<file path="config.mk">
export PLATFORM = sky130hd
export DESIGN_NAME = mkio_bc_scheduler
export DESIGN_NICKNAME = d
export VERILOG_FILES = /design/src/rtl/mkio_bc_scheduler.sv
export SDC_FILE = /design/constraint.sdc
export NUM_CORES = 1
export LEC_CHECK = 0
export CORE_ASPECT_RATIO = 1.1
export CORE_MARGIN = 5
export CORE_UTILIZATION = 30
export CTS_CLUSTER_SIZE = 25
export DETAILED_ROUTE_END_ITERATION = 7
export PLACE_DENSITY = 0.46
export SYNTH_ARGS = -nofsm -noshare
export SYNTH_HDL_FRONTEND = slang
export SYNTH_SLANG_ARGS = --single-unit
</file>
<file path="constraint.sdc">
create_clock -name clk -period 8.5 [get_ports clk]
set_clock_uncertainty 0.15 [all_clocks]
set_input_delay 0.85 -clock clk [delete_from_list [all_inputs] [get_ports clk]]
set_output_delay 0.85 -clock clk [all_outputs]
set_load 0.05 [all_outputs]
</file>
<file path="src/rtl/mkio_bc_scheduler.sv">
// mkio_bc_scheduler
//   Bus-controller frame scheduler for a MIL-STD-1553-style (MKIO) link. It walks
//   a small command table once per frame. Each enabled entry is sent to the
//   encoder as a command word, and then the scheduler waits for the RT status
//   reply. For RT-to-BC transfers it then collects the data words and forwards
//   them on a simple write port. Entries that fail set a bit in err_flags.
//
// Ports
//   clk, reset                    clock, asynchronous active-high reset
//   frame_start                   one-clock pulse, starts a frame when idle
//   cmd_we/cmd_wr_addr/cmd_wr_data  command-table write port
//   msg_en[NUM_MSG]               per-entry enable mask, latched at frame start
//   tx_data/tx_cd/tx_ready/tx_busy  encoder handshake
//   rx_data/rx_valid/rx_cd/p_error  decoder word strobe and flags
//   data_we/data_msg/data_addr/data_out  received-data write port
//   busy, frame_done, err_flags   frame status
//
// Build option
//   MKIO_BC_RETRY_EN : when defined, a failed entry is re-sent once before its
//                      error flag is set.
//
// State table
//   state        | meaning
//   IDLE         | waiting for frame_start
//   LOAD_CMD     | fetch entry[index], skip if disabled or broadcast (RT 31)
//   WAIT_TX      | hold until the encoder is free
//   SEND_CMD     | one-clock tx_ready, arm the response timer
//   WAIT_STATUS  | wait for the addressed RT's status word
//   RECV_DATA    | collect word-count data words
//   NEXT_MSG     | advance index or finish
//   DONE         | one-clock frame_done, then back to IDLE

module mkio_bc_scheduler #(
  parameter int         NUM_MSG      = 8,
  parameter logic [7:0] RESP_TIMEOUT = 8'd200
) (
  input  logic               clk,
  input  logic               reset,
  input  logic               frame_start,
  input  logic               cmd_we,
  input  logic [2:0]         cmd_wr_addr,
  input  logic [15:0]        cmd_wr_data,
  input  logic [NUM_MSG-1:0] msg_en,
  output logic [15:0]        tx_data,
  output logic               tx_cd,
  output logic               tx_ready,
  input  logic               tx_busy,
  input  logic [15:0]        rx_data,
  input  logic               rx_valid,
  input  logic               rx_cd,
  input  logic               p_error,
  output logic               data_we,
  output logic [2:0]         data_msg,
  output logic [4:0]         data_addr,
  output logic [15:0]        data_out,
  output logic               busy,
  output logic               frame_done,
  output logic [NUM_MSG-1:0] err_flags
);

  typedef enum logic [2:0] {
    S_IDLE,
    S_LOAD_CMD,
    S_WAIT_TX,
    S_SEND_CMD,
    S_WAIT_STATUS,
    S_RECV_DATA,
    S_NEXT_MSG,
    S_DONE
  } state_t;

  localparam logic [2:0] LP_LAST = 3'(NUM_MSG - 1);
  localparam logic [3:0] LP_NUM  = 4'(NUM_MSG);

  state_t             r_state;
  state_t             w_next_state;

  logic [15:0]        r_table [NUM_MSG];
  logic [NUM_MSG-1:0] r_en_mask;
  logic [NUM_MSG-1:0] r_err;
  logic [2:0]         r_index;
  logic [15:0]        r_cmd;
  logic [4:0]         r_word;
  logic [7:0]         r_tmo;
  logic               r_seen_busy;
  logic               r_tmo_arm;
  logic               r_data_we;
  logic [2:0]         r_data_msg;
  logic [4:0]         r_data_addr;
  logic [15:0]        r_data_out;

  logic [15:0]        w_entry;
  logic               w_skip;
  logic               w_timeout;
  logic               w_rt_match;
  logic               w_status_ok;
  logic               w_status_fail;
  logic               w_word_ok;
  logic               w_data_fail;
  logic               w_last_word;
  logic               w_fail;
  logic               w_retry_now;
  logic               w_err_set;

  assign w_entry    = r_table[r_index];
  // RT address 31 is the broadcast address; broadcasts get no status reply.
  assign w_skip     = !r_en_mask[r_index] || (w_entry[15:11] == 5'd31);
  assign w_timeout  = (r_tmo == RESP_TIMEOUT);
  assign w_rt_match = (rx_data[15:11] == r_cmd[15:11]);

  // A valid word wins over a timeout landing on the same clock.
  assign w_status_ok   = rx_valid && !rx_cd && !p_error && w_rt_match;
  assign w_status_fail = !w_status_ok && (p_error || (rx_valid && !rx_cd) || w_timeout);
  assign w_word_ok     = rx_valid && rx_cd && !p_error;
  assign w_data_fail   = !w_word_ok && (p_error || (rx_valid && !rx_cd) || w_timeout);

  // Word count 0 encodes 32; the 5-bit wrap of (0 - 1) gives 31 for free.
  assign w_last_word = (r_word == (r_cmd[4:0] - 5'd1));

  assign w_fail = ((r_state == S_WAIT_STATUS) && w_status_fail) ||
                  ((r_state == S_RECV_DATA) && w_data_fail);

`ifdef MKIO_BC_RETRY_EN
  logic r_retry;

  always_ff @(posedge clk or posedge reset) begin
    if (reset) begin
      r_retry <= 1'b0;
    end else if (w_retry_now) begin
      r_retry <= 1'b1;
    end else if ((r_state == S_NEXT_MSG) || (r_state == S_IDLE)) begin
      r_retry <= 1'b0;
    end
  end

  assign w_retry_now = w_fail && !r_retry;
`else
  assign w_retry_now = 1'b0;
`endif

  assign w_err_set = w_fail && !w_retry_now;

  // Command table; writes are accepted in any state.
  always_ff @(posedge clk or posedge reset) begin
    if (reset) begin
      for (int i = 0; i < NUM_MSG; i++) begin
        r_table[i] <= 16'd0;
      end
    end else if (cmd_we && ({1'b0, cmd_wr_addr} < LP_NUM)) begin
      r_table[cmd_wr_addr] <= cmd_wr_data;
    end
  end

  always_ff @(posedge clk or posedge reset) begin
    if (reset) begin
      r_state <= S_IDLE;
    end else begin
      r_state <= w_next_state;
    end
  end

  always_comb begin
    w_next_state = r_state;
    case (r_state)
      S_IDLE:        if (frame_start) w_next_state = S_LOAD_CMD;
      S_LOAD_CMD:    w_next_state = w_skip ? S_NEXT_MSG : S_WAIT_TX;
      S_WAIT_TX:     if (!tx_busy) w_next_state = S_SEND_CMD;
      S_SEND_CMD:    w_next_state = S_WAIT_STATUS;
      S_WAIT_STATUS: begin
        if (w_status_ok) begin
          w_next_state = r_cmd[10] ? S_RECV_DATA : S_NEXT_MSG;
        end else if (w_fail) begin
          w_next_state = w_retry_now ? S_LOAD_CMD : S_NEXT_MSG;
        end
      end
      S_RECV_DATA: begin
        if (w_word_ok) begin
          if (w_last_word) w_next_state = S_NEXT_MSG;
        end else if (w_fail) begin
          w_next_state = w_retry_now ? S_LOAD_CMD : S_NEXT_MSG;
        end
      end
      S_NEXT_MSG:    w_next_state = (r_index == LP_LAST) ? S_DONE : S_LOAD_CMD;
      S_DONE:        w_next_state = S_IDLE;
      default:       w_next_state = S_IDLE;
    endcase
  end

  always_comb begin
    tx_ready   = 1'b0;
    frame_done = 1'b0;
    busy       = 1'b1;
    case (r_state)
      S_IDLE:     busy       = 1'b0;
      S_SEND_CMD: tx_ready   = 1'b1;
      S_DONE:     frame_done = 1'b1;
      default:    ;
    endcase
  end

  always_ff @(posedge clk or posedge reset) begin
    if (reset) begin
      r_en_mask   <= '0;
      r_err       <= '0;
      r_index     <= 3'd0;
      r_cmd       <= 16'd0;
      r_word      <= 5'd0;
      r_tmo       <= 8'd0;
      r_seen_busy <= 1'b0;
      r_tmo_arm   <= 1'b0;
      r_data_we   <= 1'b0;
      r_data_msg  <= 3'd0;
      r_data_addr <= 5'd0;
      r_data_out  <= 16'd0;
    end else begin
      r_data_we <= 1'b0;
      case (r_state)
        S_IDLE: begin
          if (frame_start) begin
            r_en_mask <= msg_en;
            r_err     <= '0;
            r_index   <= 3'd0;
          end
        end
        S_LOAD_CMD: begin
          r_word <= 5'd0;
          if (!w_skip) r_cmd <= w_entry;
        end
        S_SEND_CMD: begin
          r_tmo       <= 8'd0;
          r_seen_busy <= 1'b0;
          r_tmo_arm   <= 1'b0;
        end
        S_WAIT_STATUS: begin
          // The reply window opens only once the encoder has finished
          // shifting the command out (busy seen high, then low).
          if (tx_busy) r_seen_busy <= 1'b1;
          if (r_seen_busy && !tx_busy) r_tmo_arm <= 1'b1;
          if (w_status_ok) begin
            r_tmo <= 8'd0;
          end else if (r_tmo_arm && !w_timeout) begin
            r_tmo <= r_tmo + 8'd1;
          end
        end
        S_RECV_DATA: begin
          if (w_word_ok) begin
            r_data_we   <= 1'b1;
            r_data_out  <= rx_data;
            r_data_addr <= r_word;
            r_data_msg  <= r_index;
            r_word      <= r_word + 5'd1;
            r_tmo       <= 8'd0;
          end else if (!w_timeout) begin
            r_tmo <= r_tmo + 8'd1;
          end
        end
        S_NEXT_MSG: begin
          if (r_index != LP_LAST) r_index <= r_index + 3'd1;
        end
        default: ;
      endcase
      if (w_err_set) r_err[r_index] <= 1'b1;
    end
  end

  assign tx_data   = r_cmd;
  assign tx_cd     = 1'b0;
  assign data_we   = r_data_we;
  assign data_msg  = r_data_msg;
  assign data_addr = r_data_addr;
  assign data_out  = r_data_out;
  assign err_flags = r_err;

endmodule

</file>
**Cells coloured by class**

Fill, decap, tap and diode cells in grey.
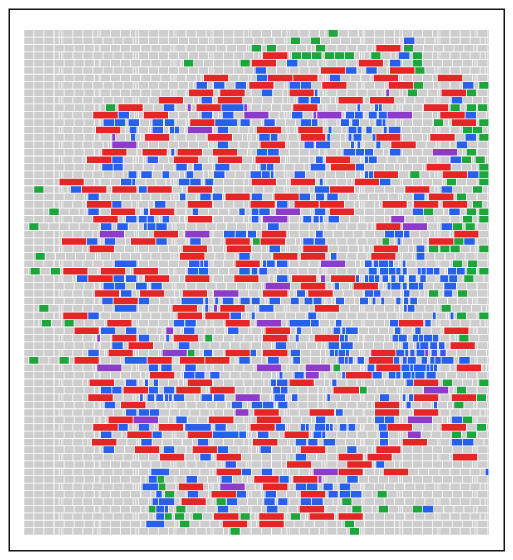
legend:
  red:
    class: registers
    cells: 206
    share_of_their_area: 46%
  blue:
    class: remaining logic cells
    cells: 474
    share_of_their_area: 38%
  green:
    class: remaining buffers and delay cells
    cells: 112
    share_of_their_area: 9.7%
  purple:
    class: clock drivers and dummy loads
    cells: 40
    share_of_their_area: 6.5%

**Cell outlines without signal wires**

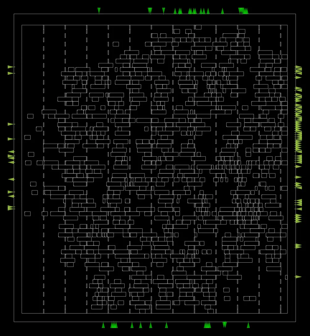
flop share of the area: 43.8%
tap cell count: 420
Core Rows: 68
non-filler instance count after layout: 1,252

## worst max-delay path by stage
stage / start / end / cells past startpoint / slack (ps)
final: r_state[2] / tx_ready / 3 / 5230
after global routing: r_state[2] / tx_ready / 3 / 5110
after CTS: r_state[2] / tx_ready / 3 / 5200
after detailed placement: cmd_wr_addr[0] / r_table[50] / 4 / 5060
after global placement: cmd_wr_addr[0] / r_table[50] / 4 / 5110
after floorplan: reset / data_addr[0] / 1 / 1880
## worst reg2reg max path: stages (launching register included)
cell and delay, ps:
sky130_fd_sc_hd__dfrtp_1 860, sky130_fd_sc_hd__buf_4 470, sky130_fd_sc_hd__nor2b_1 200, sky130_fd_sc_hd__a22o_1 240, sky130_fd_sc_hd__a221oi_2 390, sky130_fd_sc_hd__o41a_4 400, sky130_fd_sc_hd__mux2_2 380
## registers in the layout, summed over array words and instances (netlist names)
signal / cells
r_tmo: 8
data_we: 1
r_tmo_arm: 1
data_out: 16
data_msg: 3
r_table: 128
r_en_mask: 8
err_flags: 8
r_state: 3
data_addr: 5
r_index: 3
r_seen_busy: 1
tx_data: 16
r_word: 5
## layout make-up
type | count | share of cell area (%)
Sequential cell | 206 | 43.8
Multi-Input combinational cell | 457 | 35.7
Timing Repair Buffer | 112 | 9.30
Clock buffer | 38 | 6.06
Tap cell | 420 | 4.46
Inverter | 17 | 0.605
Clock inverter | 2 | 0.106
## per-stage QoR
stage,instance area (sq um),util (%),setup WS (ps)
floorplan,9600,-,1880
global placement,11100,35.1,5110
detailed placement,11100,35.1,5060
CTS,11800,37.4,5200
global route,11800,37.4,5110
finish,11800,37.4,5230
## logic make-up after synthesis
kind of cell | after synthesis
buf+inv | 56
xor+xnor | 15
compound gates | 100
simple gates | 122
other cells | 1
mux | 213
fa+ha+maj | 6
flops | 206
==> run summary <==
Implementation results. Setup repair after global routing left no endpoint under its margin. Post-synth tally of flip-flops with integrated enable landed at 0. Arrival time of data at the critical path endpoint landed at between 2000 and 2500 ps.

Smallest hold slack landed at 347 ps. Cell count after placement landed at 1,212. Maximum resistive drop on vdd landed at about 0.00016 V. The global routing report lists combined usage of all routing layers as 13.7%. Among logic cells in the layout, the one with the most instances is sky130_fd_sc_hd__dfrtp_1.

The signal on the critical path passes through nand3b_1 > inv_1 > clkdlybuf4s50_1. Net switching power of the design landed at 1520 uW. The number of global-route vias before repair came to 6,718. Share of cells above drive strength 1 landed at between 20% and 30%. Counting instances, the worst hold path has a depth of 1.

Met3 demand-to-capacity share in global routing landed at approximately 2.4%. Routing usage on met2 landed at 23.5%. Synthesized area divided by synthesized cell count landed at between 10 and 15 sq um. Instance tally after logic synthesis landed at just over 700. At the end of the flow, the number of nets in the layout was 875.

Nets still carrying antenna violations after routing amount to 0. In the log, the iteration count for the first detailed-route pass is 5. The multi-input combinational cells in the finished layout cover a total of about 0.0042 sq mm.

Number of ports placed on the die boundary landed at 104. The final layout reports a setup TNS of 0 ps. On the worst setup and hold paths after CTS, the clock-pin slew comes to 60 ps. The clock network accounts for 23.6% of the total power. Clock network power consumption landed at between 900 and 1000 uW. Looking at hold timing, the worst path starts from r_table[95]. Number of buffers inserted for hold repair after clock tree synthesis landed at 0. DRC violation count after routing landed at 0.

In this run the horizontal extent of the chip is 181 um. By area the synthesized netlist is led by sky130_fd_sc_hd__dfrtp_1 (54%), sky130_fd_sc_hd__mux2_2 (20%), sky130_fd_sc_hd__mux2i_1 (2.9%). The run finished with clean final reports. In this run, post-CTS repair resized a total of 0 instances. Maximum cell stage delay along the critical path landed at 810 ps.

The share of synthesized area in the top cell type comes to a little over half. No sink is reached through more buffers than the 3 on the longest clock path.
No activity file was given, so power comes from the tool's default toggle rates.
